[src/rtl/vec_issue_queue.sv]
// In-order issue buffer between the X-IF issue/commit channels and the vector core.
// Entries wait for commit or kill, then leave strictly in issue order.
module vec_issue_queue #(
    parameter int DEPTH      = 4,
    parameter int X_ID_WIDTH = 4
) (
    input  logic                          clk_i,
    input  logic                          rst_i,
    input  logic                          issue_valid_i,
    output logic                          issue_ready_o,
    input  logic [31:0]                   issue_instr_i,
    input  logic [X_ID_WIDTH-1:0]         issue_id_i,
    input  logic [31:0]                   issue_rs1_i,
    output logic                          issue_accept_o,
    output logic                          issue_loadstore_o,
    input  logic                          commit_valid_i,
    input  logic [X_ID_WIDTH-1:0]         commit_id_i,
    input  logic                          commit_kill_i,
    output logic                          dispatch_valid_o,
    input  logic                          dispatch_ready_i,
    output logic [31:0]                   dispatch_instr_o,
    output logic [X_ID_WIDTH-1:0]         dispatch_id_o,
    output logic [31:0]                   dispatch_rs1_o,
    output logic [$clog2(DEPTH+1)-1:0]    count_o
);

    localparam int PW = $clog2(DEPTH);
    localparam int CW = $clog2(DEPTH+1);
    localparam logic [CW-1:0] FULL_COUNT = CW'(DEPTH);

    localparam logic [6:0] CUSTOM0_OPCODE = 7'h0B;
    localparam logic [6:0] F_VLD   = 7'h00;
    localparam logic [6:0] F_VST   = 7'h01;
    localparam logic [6:0] F_VADD  = 7'h02;
    localparam logic [6:0] F_VSUB  = 7'h03;
    localparam logic [6:0] F_VMUL  = 7'h04;
    localparam logic [6:0] F_VMAC  = 7'h05;
    localparam logic [6:0] F_VMMUL = 7'h06;

    logic [31:0]           r_instr [DEPTH];
    logic [X_ID_WIDTH-1:0] r_id    [DEPTH];
    logic [31:0]           r_rs1   [DEPTH];
    logic [DEPTH-1:0]      r_valid;
    logic [DEPTH-1:0]      r_committed;
    logic [DEPTH-1:0]      r_killed;
    logic [PW-1:0]         r_wptr;
    logic [PW-1:0]         r_rptr;
    logic [CW-1:0]         r_count;

    logic       w_funct_ok;
    logic       w_funct_ls;
    logic       w_supported;
    logic       w_push;
    logic       w_commit_new;
    logic       w_head_live;
    logic       w_pop;
    logic       w_drop;
    logic       w_leave;

    // NOTE: every signal written in always_comb gets a default first, so no latch is inferred.
    always_comb begin
        w_funct_ok = 1'b0;
        w_funct_ls = 1'b0;
        case (issue_instr_i[31:25])
            F_VLD, F_VST: begin
                w_funct_ok = 1'b1;
                w_funct_ls = 1'b1;
            end
            F_VADD, F_VSUB, F_VMUL, F_VMAC, F_VMMUL: w_funct_ok = 1'b1;
            default: ;
        endcase
    end

    assign w_supported       = (issue_instr_i[6:0] == CUSTOM0_OPCODE) && w_funct_ok;
    assign issue_accept_o    = w_supported;
    assign issue_loadstore_o = w_supported && w_funct_ls;

    // Readiness depends only on occupancy: a full queue never passes an issue through.
    assign issue_ready_o = (r_count < FULL_COUNT);
    assign w_push        = issue_valid_i && issue_ready_o && w_supported;
    assign w_commit_new  = commit_valid_i && (commit_id_i == issue_id_i);

    assign w_head_live      = r_valid[r_rptr];
    assign dispatch_valid_o = w_head_live && r_committed[r_rptr] && !r_killed[r_rptr];
    assign dispatch_instr_o = r_instr[r_rptr];
    assign dispatch_id_o    = r_id[r_rptr];
    assign dispatch_rs1_o   = r_rs1[r_rptr];
    assign w_pop            = dispatch_valid_o && dispatch_ready_i;
    assign w_drop           = w_head_live && r_killed[r_rptr];
    assign w_leave          = w_pop || w_drop;
    assign count_o          = r_count;

    // NOTE: sequential state uses non-blocking assignments so every read sees pre-edge values.
    always_ff @(posedge clk_i) begin
        if (rst_i) begin
            r_valid     <= '0;
            r_committed <= '0;
            r_killed    <= '0;
            r_wptr      <= '0;
            r_rptr      <= '0;
            r_count     <= '0;
        end else begin
            for (int i = 0; i < DEPTH; i++) begin
                if (commit_valid_i && r_valid[i] && (r_id[i] == commit_id_i)) begin
                    r_committed[i] <= 1'b1;
                    if (commit_kill_i) begin
                        r_killed[i] <= 1'b1;
                    end
                end
            end

            if (w_leave) begin
                r_valid[r_rptr] <= 1'b0;
                r_rptr          <= r_rptr + PW'(1);
            end

            // The write slot is always free here, so this never collides with the leave above.
            if (w_push) begin
                r_valid[r_wptr]     <= 1'b1;
                r_committed[r_wptr] <= w_commit_new;
                r_killed[r_wptr]    <= w_commit_new && commit_kill_i;
                r_wptr              <= r_wptr + PW'(1);
            end

            case ({w_push, w_leave})
                2'b10:   r_count <= r_count + CW'(1);
                2'b01:   r_count <= r_count - CW'(1);
                default: ;
            endcase
        end
    end

    // NOTE: payload storage is not reset; the valid flags alone decide what is live.
    always_ff @(posedge clk_i) begin
        if (w_push) begin
            r_instr[r_wptr] <= issue_instr_i;
            r_id[r_wptr]    <= issue_id_i;
            r_rs1[r_wptr]   <= issue_rs1_i;
        end
    end

endmodule

[config.mk]
export PLATFORM = sky130hd
export DESIGN_NAME = vec_issue_queue
export DESIGN_NICKNAME = d
export VERILOG_FILES = /design/src/rtl/vec_issue_queue.sv
export SDC_FILE = /design/constraint.sdc
export NUM_CORES = 1
export LEC_CHECK = 0
export ABC_AREA = 1
export CORE_ASPECT_RATIO = 1.25
export CORE_MARGIN = 4
export CORE_UTILIZATION = 59
export CTS_CLUSTER_SIZE = 25
export DETAILED_ROUTE_END_ITERATION = 8
export GPL_TIMING_DRIVEN = 0
export PLACE_DENSITY = 0.85
export SKIP_LAST_GASP = 1
export SYNTH_ARGS = -nofsm -noshare
export SYNTH_HDL_FRONTEND = slang
export SYNTH_SLANG_ARGS = --single-unit
[constraint.sdc]
create_clock -name clk_i -period 7.4 [get_ports clk_i]
set_clock_uncertainty 0.2 [all_clocks]
set_input_delay 1.11 -clock clk_i [delete_from_list [all_inputs] [get_ports clk_i]]
set_output_delay 1.11 -clock clk_i [all_outputs]
set_load 0.02 [all_outputs]
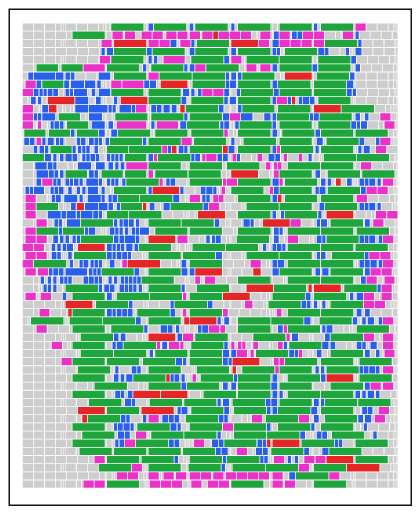
*Placement by cell class*
Drawn at 3 px/um. Fill, decap, tap and diode cells in grey.
magenta -> remaining buffers and delay cells  # cells 203
green -> sequential cells  # cells 293
red -> clock drivers and dummy loads  # cells 49
blue -> remaining logic cells  # cells 571

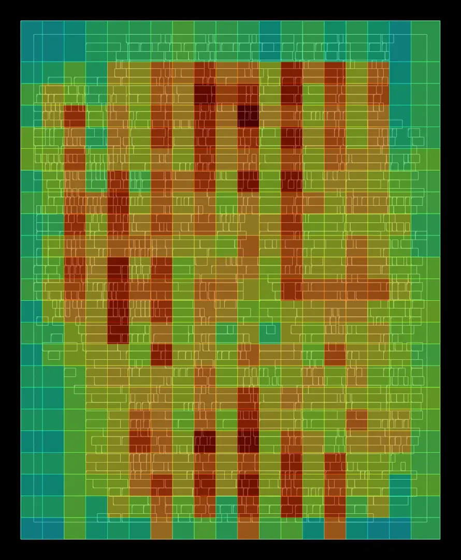
*Routing congestion map*
layer with the highest usage: met2
Final Util: 74.6%
met3 usage: 3.35%

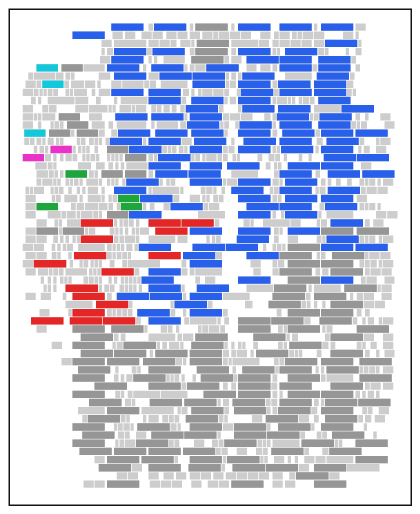
*Sequential cells grouped by signal name*
Drawn at 3 px/um. Other sequential cells in the stronger grey, the rest of the logic in the fainter grey.
green -> `r_committed`  # placed flops 4, where left middle
red -> `r_id`  # placed flops 16, where left middle
blue -> `r_instr`  # placed flops 128
magenta -> `r_rptr`  # placed flops 2
cyan -> `count_o`  # placed flops 3

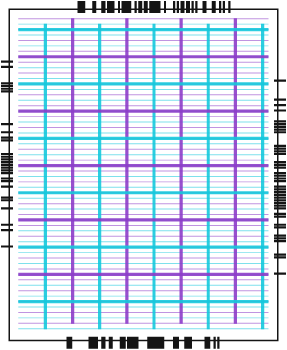
*PDN straps and rails*
Drawn at 2 px/um. Pins as bars on the die edge.
purple -> VDD
cyan -> VSS
met4 straps = 9
met1 rails = 58
met5 straps = 11
rows = 57
signal pins = 153

==> impl_metrics.py <==
# Synthesis and PnR figures
metrics = {
    "detailed_routing": {
        "routedWlPerCell_um": 19.9,
        "drc": 0,
        "ant_nets": 0,
        "via_per_inst": 5.82,
        "via_count": 8040,
    },
    "final_layout": {
        "seq_area_um2": 8590,
        "drive_gt1_share_pct": 8.78,
        "nFillCells": 1184,
        "layout_top_cell": "edfxtp_1",
    },
    "cts": {
        "cts_setup_buffers": 0,
        "cts_hold_buf": 0,
        "cts_resized": 0,
        "cts_made_buffers": 27,
    },
    "synthesis": {
        "synthTopCellsByArea": "edfxtp_1 70%, o21ai_0 5.8%, nor2_1 5.4%, dfxtp_1 3.6%, o22ai_1 3.6%",
        "postSynthSeqShare_pct": 74.0,
        "ys_sh_aoi_pct": 11.5,
        "netlist_instances": 910,
        "synth_flops": 293,
        "xor_area_share_pct": 0.0754,
        "top_area_share_pct": 70.4,
        "ys_cells": 910,
        "ys_warn_count": 0,
    },
    "job": {
        "tool_warnings": 32,
    },
    "setup_path": {
        "start_kind": "input pin",
        "critPathMaxStageDelay_ns": 0.65,
        "path_common_cell": "clkdlybuf4s50_1",
        "crit_required_ns": 6.09,
        "slowest_stage": "clkdlybuf4s50_1",
    },
    "power": {
        "irDropWorstVdd_mv": 0.169,
    },
    "final_timing": {
        "finalSetupViolations": 0,
        "max_freq_mhz": 222,
        "hold_viol_final": 0,
        "fin_crit_sh_pct": 61.0,
        "period_needed_ns": 4.51,
    },
    "min_path": {
        "hp-class": "reg2reg",
    },
    "floorplanning": {
        "die-area_um2": 22000,
    },
    "placement": {
        "gp_congestion": 0.851,
        "port_buffers": 151,
    },
    "status": {
        "status": "complete, no violations",
    },
    "global_route": {
        "grt_overflow_total": 0,
    },
}
==> cell type report <==
type,instances,share of cell area [%]
sequential,293,59.3
clock buffer,28,4.69
clock inverter,21,1.41
inverter,49,1.32
buffer,46,1.37
multi-input combinational,522,18.3
antenna,1,0.0173
timing repair buffer,157,11.3
tap,265,2.29
==> final timing paths <==
kind / from / cells past startpoint / slack, ns / end
max: issue_instr_i[0] / 6 / 2.89 / issue_loadstore_o
min: count_o[0] / 1 / 0.29 / count_o[0]
max reg2reg: r_rptr[0] / 13 / 4.86 / count_o[2]
min reg2reg: count_o[0] / 1 / 0.29 / count_o[0]
==> metal layers <==
layer / GRT usage (%) / wire length, um
met2: 43.8 / 14300
met1: 31.1 / 10500
met4: 7.90 / 607
met5: 0 / 0
met3: 3.35 / 2190
==> sequential cells by signal, summed over array words and instances (netlist names), named ones only <==
signal       flops
r_id            16
count_o          3
r_rptr           2
r_valid          4
r_wptr           2
r_killed         4
r_committed      4
r_instr        128
r_rs1          128
==> cell families after synthesis <==
logic type,after synthesis
xor+xnor,1
fa+ha+maj,10
flops,293
simple gates,268
compound gates,243
buf+inv,95
==> synthesized netlist by cell type, types with 2 or more instances <==
cell type,instances
edfxtp_1,272
nor2_1,166
o21ai_0,135
o22ai_1,67
nand2_1,62
inv_1,42
clkbuf_1,28
dfxtp_1,21
nand3_1,19
o21ai_1,18
buf_2,17
a21oi_1,16
ha_1,9
inv_2,6
nor2_2,5
a21oi_2,3
nand2_4,3
nand3_2,3
nor2_4,3
nand4_2,2
o211ai_2,2
==> where the power goes <==
part	switching (mW)	internal (mW)	total [mW]
logic	0.0378	0.0410	0.0788
clock network	0.573	0.804	1.38
registers	0.0000293	1.81	1.81
total	0.611	2.65	3.26
==> through the flow <==
step	instance area, um2	std cells	hold WS, ns	power, mW
floorplan	11600	910	0.249	1.86
global placement	13500	1326	0.261	1.92
detailed placement	13600	1332	0.278	1.92
CTS	14500	1381	0.287	3.27
global route	14500	1382	0.320	3.35
finish	14500	1382	0.291	3.26
Power is estimated from default activity; no workload was simulated.
